`src/rtl/uart_cmd_dispatcher_pkg.sv`:
```
// Shared types and constants for the UART command dispatcher.
// Holds the FSM encoding, default ack status codes and the ack word layout.
package uart_cmd_dispatcher_pkg;

   typedef enum logic [2:0] {
      ST_IDLE     = 3'd0,
      ST_START    = 3'd1,
      ST_READ     = 3'd2,
      ST_CHECK    = 3'd3,
      ST_COMMIT   = 3'd4,
      ST_ACK_WAIT = 3'd5,
      ST_ACK      = 3'd6
   } state_e;

   localparam int unsigned MAX_PAYLOAD_DEF = 16;

   localparam logic [7:0] ACK_OK_DEF  = 8'h00;
   localparam logic [7:0] ACK_PAR_DEF = 8'h01;
   localparam logic [7:0] ACK_LEN_DEF = 8'h02;

   // The acknowledge is always a single word
   localparam logic [7:0] ACK_MSG_LEN = 8'd1;

   typedef struct packed {
      logic [7:0] base;
      logic [7:0] status;
   } ack_word_t;

   function automatic logic word_parity(input logic [15:0] w);
      return ^w;
   endfunction

endpackage

```
`src/rtl/uart_cmd_dispatcher_buffer.sv`:
```
// Payload buffer: simple dual-port RAM, one write port, one registered read port.
// Memory contents are not reset; only the read register clears.
module uart_cmd_buffer #(
   parameter int unsigned DEPTH  = 16,
   parameter int unsigned WIDTH  = 16,
   parameter int unsigned ADDR_W = 4
) (
   input  logic              clk_i,
   input  logic              rst_i,
   input  logic              wr_en_i,
   input  logic [ADDR_W-1:0] wr_addr_i,
   input  logic [WIDTH-1:0]  wr_data_i,
   input  logic              rd_en_i,
   input  logic [ADDR_W-1:0] rd_addr_i,
   output logic [WIDTH-1:0]  rd_data_o
);

   logic [WIDTH-1:0] mem_q [DEPTH];
   logic [WIDTH-1:0] rd_data_q;

   always_ff @(posedge clk_i) begin
      if (wr_en_i) begin
         mem_q[wr_addr_i] <= wr_data_i;
      end
   end

   always_ff @(posedge clk_i) begin
      if (rst_i) begin
         rd_data_q <= '0;
      end else if (rd_en_i) begin
         rd_data_q <= mem_q[rd_addr_i];
      end
   end

   assign rd_data_o = rd_data_q;

endmodule

```
`src/rtl/uart_cmd_dispatcher.sv`:
```
// Drains complete messages from uart_process, checks length and parity,
// commits the payload as register writes and returns a one-word ack.
module uart_cmd_dispatcher
   import uart_cmd_dispatcher_pkg::*;
#(
   parameter int unsigned MAX_PAYLOAD = MAX_PAYLOAD_DEF,
   parameter logic [7:0]  ACK_OK      = ACK_OK_DEF,
   parameter logic [7:0]  ACK_PAR     = ACK_PAR_DEF,
   parameter logic [7:0]  ACK_LEN     = ACK_LEN_DEF
) (
   input  logic        CLK,
   input  logic        RST,
   input  logic        GOT_FULL_MESSAGE,
   input  logic [7:0]  MSG_LEN,
   input  logic        PARITY_OUT,
   input  logic [15:0] FIFO_Q,
   output logic        RD_REQ,
   output logic        MSG_START,
   output logic [15:0] TX_DATA,
   output logic        TX_ENA,
   output logic [7:0]  TX_MSG_LEN,
   output logic        TX_PARITY,
   input  logic        TX_BUSY,
   output logic        REG_WR_EN,
   output logic [7:0]  REG_ADDR,
   output logic [15:0] REG_WDATA,
   output logic [15:0] ERR_CNT
);

   localparam int unsigned BUF_AW  = (MAX_PAYLOAD > 1) ? $clog2(MAX_PAYLOAD) : 1;
   localparam logic [8:0]  MAX_LEN = 9'(MAX_PAYLOAD + 1);
   localparam logic [8:0]  MAX_PL9 = 9'(MAX_PAYLOAD);

   state_e state_q, state_d;

   // Message context
   logic [7:0]  len_q, len_d;
   logic        exp_par_q, exp_par_d;
   logic [7:0]  base_q, base_d;
   logic [7:0]  status_q, status_d;
   logic        par_q, par_d;
   logic [8:0]  rd_cnt_q, rd_cnt_d;
   logic [7:0]  cmt_cnt_q, cmt_cnt_d;
   logic [15:0] err_cnt_q, err_cnt_d;
   logic        err_inc;

   // Registered outputs
   logic        rd_req_q, rd_req_d;
   logic        msg_start_q, msg_start_d;
   logic [15:0] tx_data_q, tx_data_d;
   logic        tx_ena_q, tx_ena_d;
   logic [7:0]  tx_msg_len_q, tx_msg_len_d;
   logic        tx_parity_q, tx_parity_d;
   logic        reg_wr_en_q, reg_wr_en_d;
   logic [7:0]  reg_addr_q, reg_addr_d;

   // Buffer ports
   logic              buf_wr_en;
   logic [BUF_AW-1:0] buf_wr_addr;
   logic              buf_rd_en;
   logic [BUF_AW-1:0] buf_rd_addr;
   logic [15:0]       buf_rd_data;

   logic [7:0] chk_status;
   logic       commit_last;
   ack_word_t  ack_w;

   always_comb begin
      if ({1'b0, len_q} > MAX_LEN) begin
         chk_status = ACK_LEN;
      end else if (par_q != exp_par_q) begin
         chk_status = ACK_PAR;
      end else begin
         chk_status = ACK_OK;
      end
   end

   assign commit_last = (({1'b0, cmt_cnt_q} + 9'd2) == {1'b0, len_q});
   assign ack_w       = '{base: base_q, status: status_q};

   // State register
   always_ff @(posedge CLK) begin
      if (RST) begin
         state_q <= ST_IDLE;
      end else begin
         state_q <= state_d;
      end
   end

   // Next-state logic
   always_comb begin
      state_d = state_q;
      case (state_q)
         ST_IDLE:     if (GOT_FULL_MESSAGE) state_d = ST_START;
         ST_START:    state_d = (len_q == 8'd0) ? ST_ACK_WAIT : ST_READ;
         ST_READ:     if (rd_cnt_q == {1'b0, len_q}) state_d = ST_CHECK;
         ST_CHECK: begin
            if ((chk_status != ACK_OK) || (len_q == 8'd1)) begin
               state_d = ST_ACK_WAIT;
            end else begin
               state_d = ST_COMMIT;
            end
         end
         ST_COMMIT:   if (commit_last) state_d = ST_ACK_WAIT;
         ST_ACK_WAIT: if (!TX_BUSY) state_d = ST_ACK;
         ST_ACK:      state_d = ST_IDLE;
         default:     state_d = ST_IDLE;
      endcase
   end

   // Output and datapath next values; read capture runs one cycle behind RD_REQ
   always_comb begin
      len_d       = len_q;
      exp_par_d   = exp_par_q;
      base_d      = base_q;
      status_d    = status_q;
      par_d       = par_q;
      rd_cnt_d    = '0;
      cmt_cnt_d   = '0;
      err_cnt_d   = err_cnt_q;
      err_inc     = 1'b0;
      buf_wr_en   = 1'b0;
      buf_wr_addr = '0;
      buf_rd_en   = 1'b0;
      buf_rd_addr = '0;

      case (state_q)
         ST_IDLE: begin
            if (GOT_FULL_MESSAGE) begin
               len_d     = MSG_LEN;
               exp_par_d = PARITY_OUT;
            end
         end
         ST_START: begin
            par_d = 1'b0;
            if (len_q == 8'd0) begin
               status_d = ACK_LEN;
               base_d   = 8'h00;
               err_inc  = 1'b1;
            end
         end
         ST_READ: begin
            rd_cnt_d = rd_cnt_q + 9'd1;
            if (rd_cnt_q != 9'd0) begin
               par_d = par_q ^ word_parity(FIFO_Q);
               if (rd_cnt_q == 9'd1) begin
                  base_d = FIFO_Q[15:8];
               end else if ((rd_cnt_q - 9'd2) < MAX_PL9) begin
                  buf_wr_en   = 1'b1;
                  buf_wr_addr = BUF_AW'(rd_cnt_q - 9'd2);
               end
            end
         end
         ST_CHECK: begin
            status_d  = chk_status;
            err_inc   = (chk_status != ACK_OK);
            buf_rd_en = 1'b1;
         end
         ST_COMMIT: begin
            // RAM read is registered, so fetch the word for the next write now
            cmt_cnt_d = cmt_cnt_q + 8'd1;
            if (!commit_last) begin
               buf_rd_en   = 1'b1;
               buf_rd_addr = BUF_AW'(cmt_cnt_q + 8'd1);
            end
         end
         default: ;
      endcase

      if (err_inc && (err_cnt_q != 16'hFFFF)) begin
         err_cnt_d = err_cnt_q + 16'd1;
      end
   end

   // Registered output decode from the next state
   always_comb begin
      rd_req_d     = (state_d == ST_READ) && (rd_cnt_d < {1'b0, len_q});
      msg_start_d  = (state_d == ST_START);
      reg_wr_en_d  = (state_d == ST_COMMIT);
      reg_addr_d   = reg_addr_q;
      tx_ena_d     = (state_d == ST_ACK);
      tx_data_d    = tx_data_q;
      tx_msg_len_d = tx_msg_len_q;
      tx_parity_d  = tx_parity_q;

      if (reg_wr_en_d) begin
         reg_addr_d = base_q + cmt_cnt_d;
      end
      if (tx_ena_d) begin
         tx_data_d    = ack_w;
         tx_msg_len_d = ACK_MSG_LEN;
         tx_parity_d  = word_parity(ack_w);
      end
   end

   always_ff @(posedge CLK) begin
      if (RST) begin
         len_q        <= '0;
         exp_par_q    <= 1'b0;
         base_q       <= '0;
         status_q     <= '0;
         par_q        <= 1'b0;
         rd_cnt_q     <= '0;
         cmt_cnt_q    <= '0;
         err_cnt_q    <= '0;
         rd_req_q     <= 1'b0;
         msg_start_q  <= 1'b0;
         tx_data_q    <= '0;
         tx_ena_q     <= 1'b0;
         tx_msg_len_q <= '0;
         tx_parity_q  <= 1'b0;
         reg_wr_en_q  <= 1'b0;
         reg_addr_q   <= '0;
      end else begin
         len_q        <= len_d;
         exp_par_q    <= exp_par_d;
         base_q       <= base_d;
         status_q     <= status_d;
         par_q        <= par_d;
         rd_cnt_q     <= rd_cnt_d;
         cmt_cnt_q    <= cmt_cnt_d;
         err_cnt_q    <= err_cnt_d;
         rd_req_q     <= rd_req_d;
         msg_start_q  <= msg_start_d;
         tx_data_q    <= tx_data_d;
         tx_ena_q     <= tx_ena_d;
         tx_msg_len_q <= tx_msg_len_d;
         tx_parity_q  <= tx_parity_d;
         reg_wr_en_q  <= reg_wr_en_d;
         reg_addr_q   <= reg_addr_d;
      end
   end

   uart_cmd_buffer #(
      .DEPTH  (MAX_PAYLOAD),
      .WIDTH  (16),
      .ADDR_W (BUF_AW)
   ) u_buf (
      .clk_i     (CLK),
      .rst_i     (RST),
      .wr_en_i   (buf_wr_en),
      .wr_addr_i (buf_wr_addr),
      .wr_data_i (FIFO_Q),
      .rd_en_i   (buf_rd_en),
      .rd_addr_i (buf_rd_addr),
      .rd_data_o (buf_rd_data)
   );

   assign RD_REQ     = rd_req_q;
   assign MSG_START  = msg_start_q;
   assign TX_DATA    = tx_data_q;
   assign TX_ENA     = tx_ena_q;
   assign TX_MSG_LEN = tx_msg_len_q;
   assign TX_PARITY  = tx_parity_q;
   assign REG_WR_EN  = reg_wr_en_q;
   assign REG_ADDR   = reg_addr_q;
   assign REG_WDATA  = buf_rd_data;
   assign ERR_CNT    = err_cnt_q;

endmodule

```
`config.mk`:
```
export PLATFORM = sky130hd
export DESIGN_NAME = uart_cmd_dispatcher
export DESIGN_NICKNAME = d
export VERILOG_FILES = /design/src/rtl/uart_cmd_dispatcher_pkg.sv /design/src/rtl/uart_cmd_dispatcher_buffer.sv /design/src/rtl/uart_cmd_dispatcher.sv
export SDC_FILE = /design/constraint.sdc
export NUM_CORES = 1
export LEC_CHECK = 0
export ABC_AREA = 1
export CORE_MARGIN = 10
export CORE_UTILIZATION = 35
export CTS_BUF_LIST = sky130_fd_sc_hd__clkbuf_16
export DETAILED_ROUTE_END_ITERATION = 8
export HOLD_SLACK_MARGIN = 0.12
export SYNTH_ARGS = -nofsm -noshare
export SYNTH_HDL_FRONTEND = slang
export SYNTH_HIERARCHICAL = 1
export SYNTH_SLANG_ARGS = --single-unit
```
`constraint.sdc`:
```
create_clock -name CLK -period 4.1 [get_ports CLK]
set_clock_uncertainty 0.2 [all_clocks]
set_input_delay 1.025 -clock CLK [delete_from_list [all_inputs] [get_ports CLK]]
set_output_delay 1.025 -clock CLK [all_outputs]
set_load 0.01 [all_outputs]
```
Fig. 1: run 1, sequential cells coloured by netlist name
Other sequential cells in the stronger grey, the rest of the logic in the fainter grey.
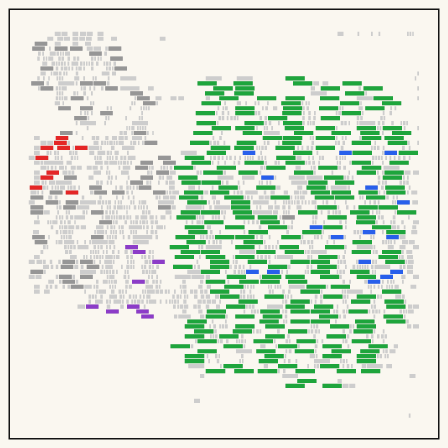
- purple: rd_cnt_q (sequential cells 9)
- green: u_buf/mem_q (sequential cells 256)
- blue: u_buf/rd_data_o (sequential cells 16; where middle right)
- red: TX_DATA (sequential cells 10)

Fig. 2: run 1, I/O pins on the die edge
Pins as bars across the die edge, other pins in grey.
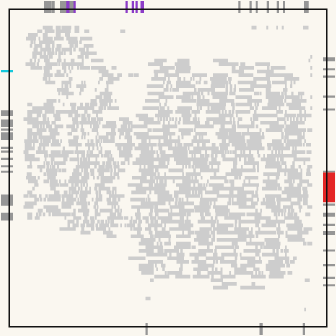
- cyan: CLK (pins 1; direction input; edge left)
- red: REG_WDATA (pins 16; direction output; edge right)
- purple: REG_ADDR (pins 8; direction output; edge top)
- all pins by edge: 33 top, 33 right, 28 left, 4 bottom

Fig. 3: run 1, clock wiring as the flow saved it
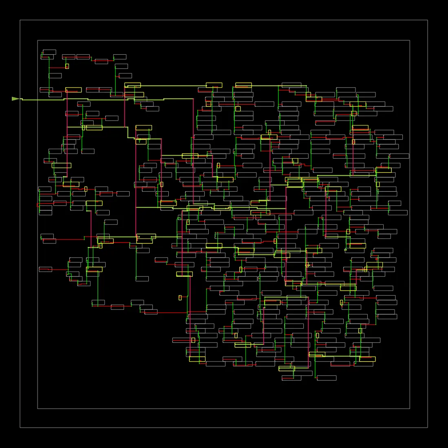
Latency at later pin: 0.56 ns
Clock buffer cells: 41
number of buffers created by CTS: 40
P_clk: 3.48 mW

Fig. 4: run 1, wiring by layer
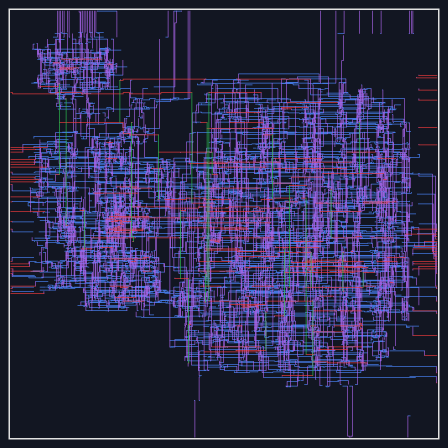
- green: metal 4 (wire length 1020 um)
- blue: metal 1 (wire length 20000 um)
- red: metal 3 (wire length 2870 um)
- purple: metal 2 (wire length 19800 um)

## run 1: critical path: cells and delay by family (launching register included)
kind / cells / cell delay, ns
flops: 1 / 0.43
simple gates: 13 / 1.33
buf+inv: 5 / 0.94
fa+ha+maj: 1 / 0.32
compound gates: 1 / 0.08
## run 1: layer usage
layer | vias up | track usage (%) | wire, um
li1 | 5841 | - | -
met1 | 5771 | 21.2 | 20000
met2 | 376 | 23.8 | 19800
met3 | 57 | 2.63 | 2870
met4 | 0 | 4.64 | 1020
met5 | - | 0 | 0
## run 1: cells by family after synthesis
group | after synthesis
other cells | 1
buf+inv | 211
xor+xnor | 41
simple gates | 958
compound gates | 105
fa+ha+maj | 23
flops | 352
## run 1: where the power goes
group / total [mW] / internal, mW / leakage, nW / switching [mW]
combinational: 1.23 / 0.429 / 3.41 / 0.799
clock: 3.48 / 2.02 / 0.638 / 1.46
sequential: 4.01 / 3.91 / 3.08 / 0.101
total: 8.71 / 6.35 / 7.12 / 2.36
## run 1: metrics by stage
| stage | instance area (um^2) | util (%) | setup slack, ns | hold slack [ns] | instances |
|---|---|---|---|---|---|
| final | 18900 | 41.5 | 0.697 | 0.272 | 2412 |
| after global routing | 18900 | 41.5 | 0.390 | 0.311 | 2412 |
| after CTS | 18900 | 41.5 | 0.727 | 0.276 | 2412 |
| after floorplan | 16200 | - | 1.18 | 0.237 | 1703 |
| after global placement | 17600 | 38.7 | 0.755 | 0.260 | 2340 |
| after detailed placement | 17600 | 38.7 | 0.752 | 0.267 | 2340 |
## run 1: area by class of cell
cell class,count,share of cell area (%)
clock inverter,31,1.39
tap,600,3.98
multi-input combinational,1140,29.4
inverter,120,2.42
clock buffer,41,5.44
sequential,352,50.9
timing repair buffer,128,6.51
## run 1: flip-flops by register name, indices dropped and copies added (netlist names)
name             flops
u_buf/rd_data_o     16
cmt_cnt_q            8
u_buf/mem_q        256
RD_REQ               1
TX_ENA               1
TX_PARITY            1
REG_ADDR             8
TX_MSG_LEN           1
state_q              3
len_q                8
exp_par_q            1
ERR_CNT             16
base_q               8
status_q             2
rd_cnt_q             9
TX_DATA             10
MSG_START            1
par_q                1
REG_WR_EN            1
## run 1: synth_stat cells (2+ instances only)
library cell  number
nand2_1          492
xnor2_1           23
nand4_1           21
dfxtp_1           96
a31oi_1            3
inv_1            100
nand3_4            3
nand2_2            3
o21ai_1            4
o211ai_1           2
xor2_1            18
o21ai_0           38
edfxtp_1         256
a21oi_1           51
ha_1              22
a21oi_2            2
nand3_2           10
buf_1              4
buf_6             26
nor3_1            18
o21bai_1           2
inv_2             19
nor2_1           132
buf_2             17
buf_4             21
nand3_1          254
clkbuf_1          23
nor4_1            11
nor2_2             5
nor2_4             3
## run 1: worst paths after layout
| check | endpoint | slack, ns | cells past startpoint |
|---|---|---|---|
| worst max-delay path | u_buf/rd_data_o[14]$_SDFFE_PP0P_ | 0.70 | 20 |
| worst min-delay path | exp_par_q$_SDFFE_PP0P_ | 0.27 | 2 |
| worst max register to register | u_buf/rd_data_o[14]$_SDFFE_PP0P_ | 0.70 | 20 |
| worst min register to register | exp_par_q$_SDFFE_PP0P_ | 0.27 | 2 |
==> notes.md, run 1 <==
yosys + openroad results -> Rows just under 80, largest net degree at the start of global routing 99, synthesized cell area about 16000 um^2, Final period util between 80% and 90%, area grow syn2layout 17.0%, WL/cell 18.1 um, total power between 8 and 9 mW, Die H 235 um, Post-synth regs 352, grt ovf 0, Worst Path Max Fanout 50, Slowest-stage cell, CP dfxtp_1, post-route antenna net violation count 0, initial antenna violation count 0, and+or+nand+nor area frac between 20% and 30%, H-tree depth 2, Top cell excl fill/tap nand2_1, AO/OA Area Share 3.49%, Port-buffer cells around 84, Startpoint Class register, Post-CTS Resized 0, DPL Wire Length between 20000 and 30000 um, Nets 1834, fill count 4456, status finished clean, YS warnings 6, Primary FF master, synth edfxtp_1
Fig. 5: run 1, gate-type map
Bar = 50 um.
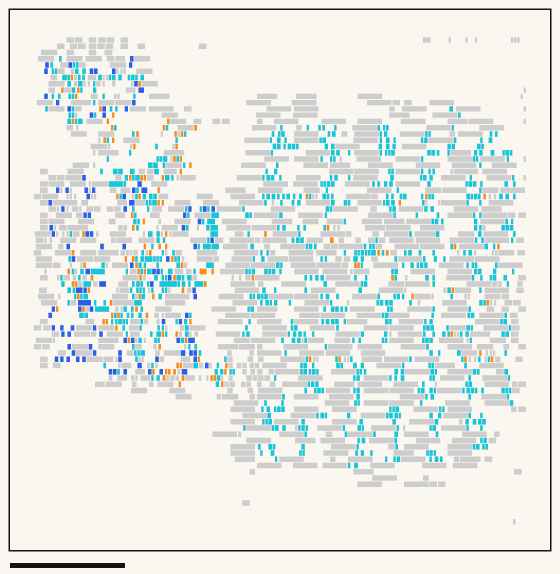

--- run 2 (diff from run 1) ---
==> constraint.sdc (replaced) <==
create_clock -name CLK -period 2.9 [get_ports CLK]
set_clock_uncertainty 0.2 [all_clocks]
set_input_delay 0.725 -clock CLK [delete_from_list [all_inputs] [get_ports CLK]]
set_output_delay 0.725 -clock CLK [all_outputs]
set_load 0.01 [all_outputs]
Fig. 6: run 2, gate-type map
Bar = 50 um.
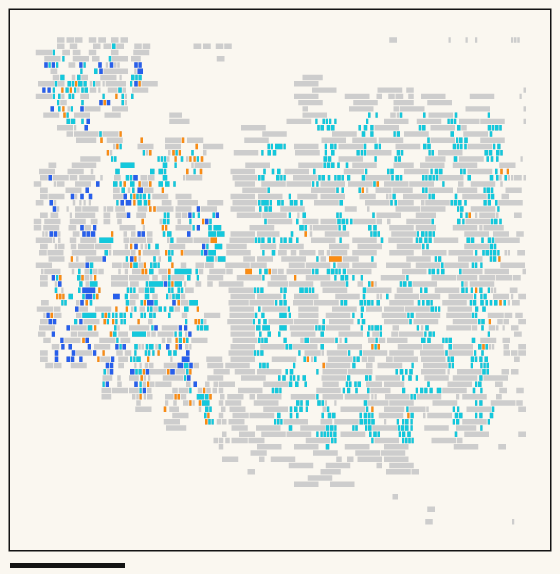
- blue: inverting AOI/OAI gates (cells 105)
- cyan: NAND gates (cells 785)
- orange: inverters (cells 120)
fin cells: 2461
Top cell excl fill/tap: nand2_1
logic gate fraction of the total cell area: 28.4%

==> run 2 against run 1 <==
Register-to-register slack got worse by 0.56 ns. Final area rose by 5.6%. Core utilization rose by 2.3 points. Setup slack got worse by 0.56 ns. Critical path type unchanged. Sequential power rose by 41%. Die area did not move. Largest cell class unchanged. Via count rose by 2.6%. Highest routed layer unchanged. Hold slack got worse by 0.014 ns. Non-clock buffer count rose by 51.
==> notes.md, run 2 <==
yosys + openroad results -> Pint around 9 mW, number of buffers created by CTS 38, synthesized cell area 16100 um^2, Most flops, register u_buf/mem_q, Worst path depth 19, post-route antenna net violation count 0, Comb pwr share 15.3%, largest net degree at the start of global routing 58, Final period util 95.1%, Slowest-stage cell, CP dfxtp_2, worst r2r path cells 19, grt ovf 0, crit path buf inv count 5, Clock power frac 39.6%, Crit path max-delay family simple AND/OR/NAND/NOR gates, Primary FF master, synth edfxtp_1, status finished clean, Post-synth regs 352, sequential power share 45.1%, hold path cells 2
Fig. 7: run 2, wiring by layer
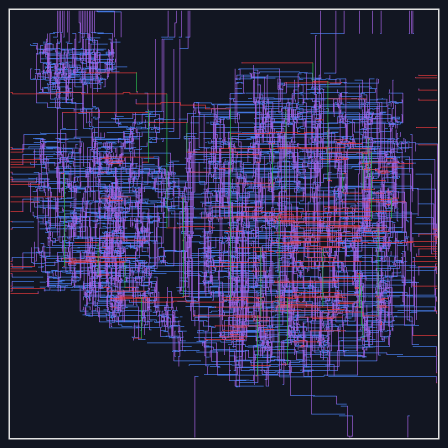
DR vias: 12.4k
WL/cell: 18.4 um

[run 2: power groups by stage]
stage               sequential, mW  clock (mW)  combinational (mW)
finish                        5.66        4.96                1.92
detailed placement            5.77           0                1.82
CTS                           5.66        5.05                1.84
floorplan                     5.75           0                1.22
global placement              5.77           0                1.80
global route                  5.67        5.25                2.14
[run 2: what timing repair did]
item	4_1_cts	5_1_grt
gates cloned	0	8
hold buffers	0	0
buffers inserted	0	5
endpoints found under the setup margin	1	272
resized	4	67
pin swaps	0	14
[run 2: path summary, 6_finish.rpt]
kind / startpoint / end / slack (ns)
max: cmt_cnt_q[2]$_SDFF_PP0_ / u_buf/rd_data_o[11]$_SDFFE_PP0P_ / 0.14
min: exp_par_q$_SDFFE_PP0P_ / exp_par_q$_SDFFE_PP0P_ / 0.26
max reg2reg: cmt_cnt_q[2]$_SDFF_PP0_ / u_buf/rd_data_o[11]$_SDFFE_PP0P_ / 0.14
min reg2reg: exp_par_q$_SDFFE_PP0P_ / exp_par_q$_SDFFE_PP0P_ / 0.26
[run 2: cell type report]
| cell class | count | area (um^2) |
|---|---|---|
| flip-flops and latches | 352 | 9620 |
| well taps | 600 | 751 |
| multi-input cells | 1140 | 5670 |
| clock inverters | 31 | 299 |
| clock buffers | 39 | 976 |
| inverters | 120 | 473 |
| repair buffers | 179 | 2150 |
| fillers | 4340 | 25600 |
[run 2: layer usage]
layer,share of wire [%],vias to the layer above,global-route usage [%],wire length (um)
li1,-,5958,-,-
met1,44,5872,21.0,19800
met2,47,454,25.1,21200
met3,7.4,71,2.83,3350
met4,2.1,0,3.86,929
met5,0,-,0,0
[run 2: logic make-up (layout without fill, tap and decap cells)]
group           Yosys count  count (layout)  share of synthesized area (%)
xor+xnor                 41              41                           2.22
flops                   352             352                           59.5
other cells               1              13                         0.0232
compound gates          105             105                           3.49
buf+inv                 211             369                           6.77
fa+ha+maj                23              23                           1.83
simple gates            958             958                           26.1
[run 2: worst register-to-register path, cell delays in order, from the launching register on]
cell and delay [ns]:
dfxtp_2 0.37, ha_4 0.17, nand3_4 0.09, nor2_4 0.15, xor2_2 0.15, nand2_1 0.08, nand3_2 0.07, nor3_2 0.05
buf_4 0.14, buf_4 0.14, nor2_4 0.16, buf_8 0.19, clkbuf_16 0.22, nand3_1 0.12, nand3_1 0.10, nand2_1 0.06
nand2_1 0.05, nand3_1 0.06, nand2_1 0.06, inv_1 0.04
[run 2: metrics by stage]
stage / utilization (%) / setup slack, ns / hold slack (ns) / instance area (um^2) / std cells
floorplan: - / -0.0216 / 0.237 / 16200 / 1703
global placement: 39.9 / 0.00904 / 0.248 / 18200 / 2379
detailed placement: 39.9 / -0.0468 / 0.252 / 18200 / 2379
CTS: 42.8 / 0.0225 / 0.260 / 19400 / 2449
global route: 43.8 / -0.0182 / 0.298 / 19900 / 2461
finish: 43.8 / 0.141 / 0.257 / 19900 / 2461
Power is estimated from default activity; no workload was simulated.
